--- src/rtl/player_ctrl.sv ---
// player_ctrl: frame-tick generator, button synchronisers, clamped position integrator and laser energy FSM.
// Optional build macro FOCUS_SLOW_EN: btn_slow selects SLOW_SPEED as the per-tick step.
module player_ctrl #(
    parameter int MAX_X       = 384,
    parameter int MAX_Y       = 448,
    parameter int START_X     = 192,
    parameter int START_Y     = 400,
    parameter int MARGIN      = 8,
    parameter int SPEED       = 4,
    parameter int SLOW_SPEED  = 2,
    parameter int TICK_MAX    = 1666666,
    parameter int FIRE_MAX    = 120,
    parameter int COOL_FRAMES = 60
) (
    input  logic       clk,
    input  logic       reset,
    input  logic       btn_up,
    input  logic       btn_down,
    input  logic       btn_left,
    input  logic       btn_right,
    input  logic       btn_fire,
    input  logic       btn_slow,
    output logic [9:0] player_x,
    output logic [9:0] player_y,
    output logic       shooting,
    output logic [7:0] energy,
    output logic       frame_tick
);
    localparam int TW = (TICK_MAX > 0) ? $clog2(TICK_MAX + 1) : 1;
    localparam int CW = (COOL_FRAMES > 0) ? $clog2(COOL_FRAMES + 1) : 1;

    localparam int B_UP    = 0;
    localparam int B_DOWN  = 1;
    localparam int B_LEFT  = 2;
    localparam int B_RIGHT = 3;
    localparam int B_FIRE  = 4;
    localparam int B_SLOW  = 5;

    localparam logic signed [10:0] X_LO = 11'(MARGIN);
    localparam logic signed [10:0] X_HI = 11'(MAX_X - MARGIN - 1);
    localparam logic signed [10:0] Y_LO = 11'(MARGIN);
    localparam logic signed [10:0] Y_HI = 11'(MAX_Y - MARGIN - 1);

    typedef enum logic [1:0] {
        IDLE     = 2'd0,
        FIRING   = 2'd1,
        COOLDOWN = 2'd2
    } state_t;

    state_t             state_q, state_d;
    logic [5:0]         raw_btn;
    logic [5:0]         sync1_q, sync1_d;
    logic [5:0]         sync2_q, sync2_d;
    logic [TW-1:0]      tick_q, tick_d;
    logic [9:0]         x_q, x_d;
    logic [9:0]         y_q, y_d;
    logic [7:0]         energy_q, energy_d;
    logic [CW-1:0]      cool_q, cool_d;
    logic               shooting_q, shooting_d;
    logic               tick;
    logic               up, down, left, right, fire;
    logic signed [10:0] step, nx, ny;

    assign raw_btn = {btn_slow, btn_fire, btn_right, btn_left, btn_down, btn_up};
    assign tick    = (tick_q == TW'(TICK_MAX));
    assign up      = sync2_q[B_UP];
    assign down    = sync2_q[B_DOWN];
    assign left    = sync2_q[B_LEFT];
    assign right   = sync2_q[B_RIGHT];
    assign fire    = sync2_q[B_FIRE];

`ifndef FOCUS_SLOW_EN
    logic unused_slow;
    assign unused_slow = sync2_q[B_SLOW];
`endif

    always_comb begin
        sync1_d = raw_btn;
        sync2_d = sync1_q;
        tick_d  = tick ? '0 : tick_q + TW'(1);
    end

    // Opposing buttons cancel; the result is clamped so the player never wraps past an edge.
    always_comb begin
        step = 11'(SPEED);
`ifdef FOCUS_SLOW_EN
        if (sync2_q[B_SLOW]) begin
            step = 11'(SLOW_SPEED);
        end
`endif
        nx = $signed({1'b0, x_q});
        ny = $signed({1'b0, y_q});
        if (left && !right) begin
            nx = nx - step;
        end else if (right && !left) begin
            nx = nx + step;
        end
        if (up && !down) begin
            ny = ny - step;
        end else if (down && !up) begin
            ny = ny + step;
        end
        if (nx < X_LO) begin
            nx = X_LO;
        end else if (nx > X_HI) begin
            nx = X_HI;
        end
        if (ny < Y_LO) begin
            ny = Y_LO;
        end else if (ny > Y_HI) begin
            ny = Y_HI;
        end
        x_d = tick ? nx[9:0] : x_q;
        y_d = tick ? ny[9:0] : y_q;
    end

    always_comb begin
        state_d  = state_q;
        energy_d = energy_q;
        cool_d   = cool_q;
        if (tick) begin
            case (state_q)
                IDLE: begin
                    energy_d = (energy_q >= 8'(FIRE_MAX)) ? 8'(FIRE_MAX) : energy_q + 8'd1;
                    if (fire && (energy_q != 8'd0)) begin
                        state_d = FIRING;
                    end
                end
                FIRING: begin
                    if (!fire) begin
                        state_d = IDLE;
                    end else begin
                        energy_d = energy_q - 8'd1;
                        if (energy_q <= 8'd1) begin
                            energy_d = 8'd0;
                            state_d  = COOLDOWN;
                            cool_d   = CW'(COOL_FRAMES);
                        end
                    end
                end
                COOLDOWN: begin
                    cool_d = cool_q - CW'(1);
                    if (cool_q <= CW'(1)) begin
                        cool_d   = '0;
                        state_d  = IDLE;
                        energy_d = 8'd0;
                    end
                end
                default: state_d = IDLE;
            endcase
        end
        shooting_d = (state_d == FIRING);
    end

    always_ff @(posedge clk) begin
        if (reset) begin
            sync1_q    <= '0;
            sync2_q    <= '0;
            tick_q     <= '0;
            x_q        <= 10'(START_X);
            y_q        <= 10'(START_Y);
            state_q    <= IDLE;
            energy_q   <= 8'(FIRE_MAX);
            cool_q     <= '0;
            shooting_q <= 1'b0;
        end else begin
            sync1_q    <= sync1_d;
            sync2_q    <= sync2_d;
            tick_q     <= tick_d;
            x_q        <= x_d;
            y_q        <= y_d;
            state_q    <= state_d;
            energy_q   <= energy_d;
            cool_q     <= cool_d;
            shooting_q <= shooting_d;
        end
    end

    assign player_x   = x_q;
    assign player_y   = y_q;
    assign shooting   = shooting_q;
    assign energy     = energy_q;
    assign frame_tick = tick;
endmodule

--- config.mk ---
export PLATFORM = sky130hd
export DESIGN_NAME = player_ctrl
export DESIGN_NICKNAME = d
export VERILOG_FILES = /design/src/rtl/player_ctrl.sv
export SDC_FILE = /design/constraint.sdc
export NUM_CORES = 1
export LEC_CHECK = 0
export ABC_AREA = 1
export ABC_CLOCK_PERIOD_IN_PS = 4000
export CAP_MARGIN = 25
export CORE_ASPECT_RATIO = 0.7
export CORE_UTILIZATION = 64
export CTS_BUF_LIST = sky130_fd_sc_hd__clkbuf_8
export CTS_CLUSTER_SIZE = 40
export DETAILED_ROUTE_END_ITERATION = 8
export HOLD_SLACK_MARGIN = 0.05
export PLACE_DENSITY = 0.88
export SLEW_MARGIN = 20
export SYNTH_ARGS = -nofsm -noshare
export SYNTH_HDL_FRONTEND = slang
export SYNTH_SLANG_ARGS = --single-unit
--- constraint.sdc ---
create_clock -name clk -period 4 [get_ports clk]
set_input_delay 1 -clock clk [delete_from_list [all_inputs] [get_ports clk]]
set_output_delay 1 -clock clk [all_outputs]
set_load 0.005 [all_outputs]
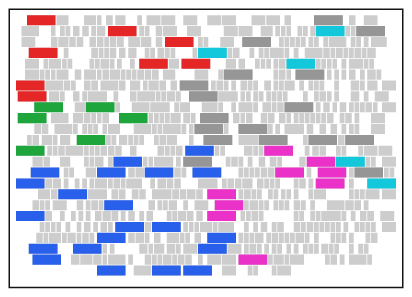
**Above:** sequential cells grouped by signal name.
(4 px per um) Other sequential cells in the stronger grey, the rest of the logic in the fainter grey.
[green] cool_q | flops: 6 | where: middle left
[magenta] player_x | flops: 9
[cyan] sync1_q | flops: 5
[blue] tick_q | flops: 21
[red] energy | flops: 8 | where: upper left

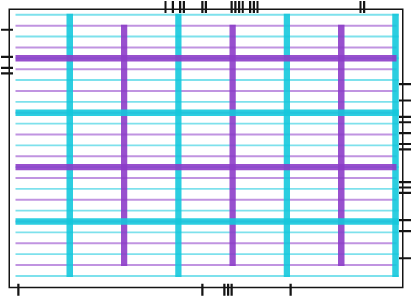
**Above:** power grid.
(4 px per um) Pins as bars on the die edge.
[purple] VDD
[cyan] VSS
rows: 24
signal pins: 38
met5 straps: 4
worst vdd rail ir drop: 0.206 mV
Die Y: 69.2 um
overall die width: 98 um

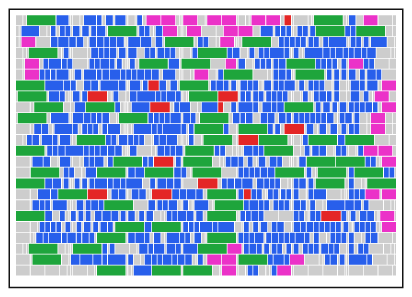
**Above:** cell classes on the final placement.
(4 px per um) Fill, decap, tap and diode cells in grey.
[blue] remaining logic cells | cells: 573
[magenta] remaining buffers and delay cells | cells: 37
[green] registers | cells: 66
[red] clock drivers and dummy loads | cells: 14
fin area: 4700 sq um
sequential fraction of total cell area: 28.1%
core occupancy in the finished layout: 75.7%

==> flow_metrics.py <==
# Generated from Yosys and OpenROAD reports
metrics = {
    "flow_run": {
        "warning_count": 37,
    },
    "yosys": {
        "ys_async_sr_fraction_pct": 0,
        "number_of_cell_instances_after_yosys_synthesis": 649,
        "biggest_area_contributors_in_the_synthesized_netlist": "sky130_fd_sc_hd__dfxtp_1, sky130_fd_sc_hd__nand2_1, sky130_fd_sc_hd__inv_1",
        "synth_dominant_cell_count": "sky130_fd_sc_hd__nand2_1",
    },
    "final_layout": {
        "comb_area_share_pct": 50.6,
        "clkbuf_count": 10,
        "n_all_inverters": 101,
    },
    "setup_path": {
        "crit_path_start": "tick_q[0]$_SDFF_PP0_",
        "critical_path.max_fanout": 12,
        "required_ns": 3.00,
    },
    "placed_design": {
        "globalplace.congestion": 0.921,
    },
    "run_status": {
        "violations": "DRC",
        "status": "finished, violations left",
    },
    "final_timing": {
        "rsz_0062_raised_after_global_routing": "false",
        "timing.max_slew.rel_slack_pct": 60.5,
        "max_freq_mhz": 297,
        "finalHoldViolCount": 0,
        "whs_ns": 0.401,
        "fin_crit_ns": 3.36,
    },
    "pwr": {
        "p_sw_uw": 286,
        "pwr_density_cell_nw_per_um2": 255,
    },
    "clock_tree": {
        "insertion_delay_of_the_later_clocked_pin_in_the_worst_skew_pair_ns": 0.34,
    },
    "detailed_routing": {
        "drt_drc_violations_left": 5,
        "viasPerCell": 5.60,
    },
    "grt": {
        "number_of_global_route_vias_before_repair": 3984,
    },
}
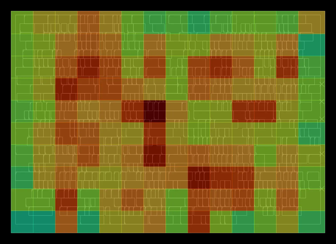
**Above:** routing congestion map.
global-route met3 utilization: 7.76%
Most Crowded Layer GR: met2
GR met1 Demand/Resource: 42.0%
Overall Global Routing Usage: 31.6%
global-route met2 utilization: 50.7%

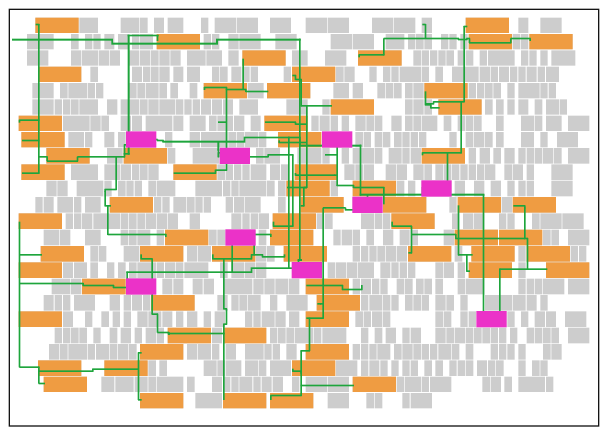
**Above:** clock wires, drivers and flops.
(6 px per um)
[orange] flip-flops | count: 66
[green] clock wires | length: 884 um
[magenta] clock-net drivers | count: 9
flops lie: widely spread
routed clock nets: 10

power by group through the flow:
| stage | Sequential, mW | Clock (mW) | Combinational [mW] |
|---|---|---|---|
| after CTS | 0.670 | 0.484 | 0.0476 |
| final | 0.670 | 0.480 | 0.0483 |
| after floorplan | 0.683 | 0 | 0.0334 |
| after detailed placement | 0.685 | 0 | 0.0471 |
| after global placement | 0.684 | 0 | 0.0463 |
| after global routing | 0.671 | 0.514 | 0.0552 |
placed cells by master, fill, tap and decap left out, types with 5 or more instances in the layout:
cell type                         instances
sky130_fd_sc_hd__a31oi_1                  5
sky130_fd_sc_hd__nand4_1                 11
sky130_fd_sc_hd__a21oi_1                 30
sky130_fd_sc_hd__xor2_1                  12
sky130_fd_sc_hd__nor3_1                  23
sky130_fd_sc_hd__inv_2                    5
sky130_fd_sc_hd__clkdlybuf4s50_1         36
sky130_fd_sc_hd__nor2_2                   5
sky130_fd_sc_hd__nor2_1                  83
sky130_fd_sc_hd__nand3b_1                 6
sky130_fd_sc_hd__dfxtp_1                 66
sky130_fd_sc_hd__a211oi_1                 6
sky130_fd_sc_hd__ha_1                    16
sky130_fd_sc_hd__clkbuf_8                10
sky130_fd_sc_hd__nand3_1                 55
sky130_fd_sc_hd__inv_1                   97
sky130_fd_sc_hd__nand2_1                162
sky130_fd_sc_hd__o21ai_0                 25
registers in the layout (all words and copies together), names as in the netlist:
name / flops
cool_q: 6
energy: 8
player_x: 9
player_y: 9
shooting: 1
state_q: 2
sync1_q: 5
sync2_q: 5
tick_q: 21
metal layers:
metal  global-route usage [%]  vias up  routed length [um]  part of all wire (%)
li1                         -     2155                   -                     -
met5                        0        -                   0                     0
met2                     50.7      190                4600                    46
met1                     42.0     1934                4460                    44
met4                     9.60        0                 167                   1.7
met3                     7.76       22                 877                   8.7
Power and IR drop assume default switching activity.
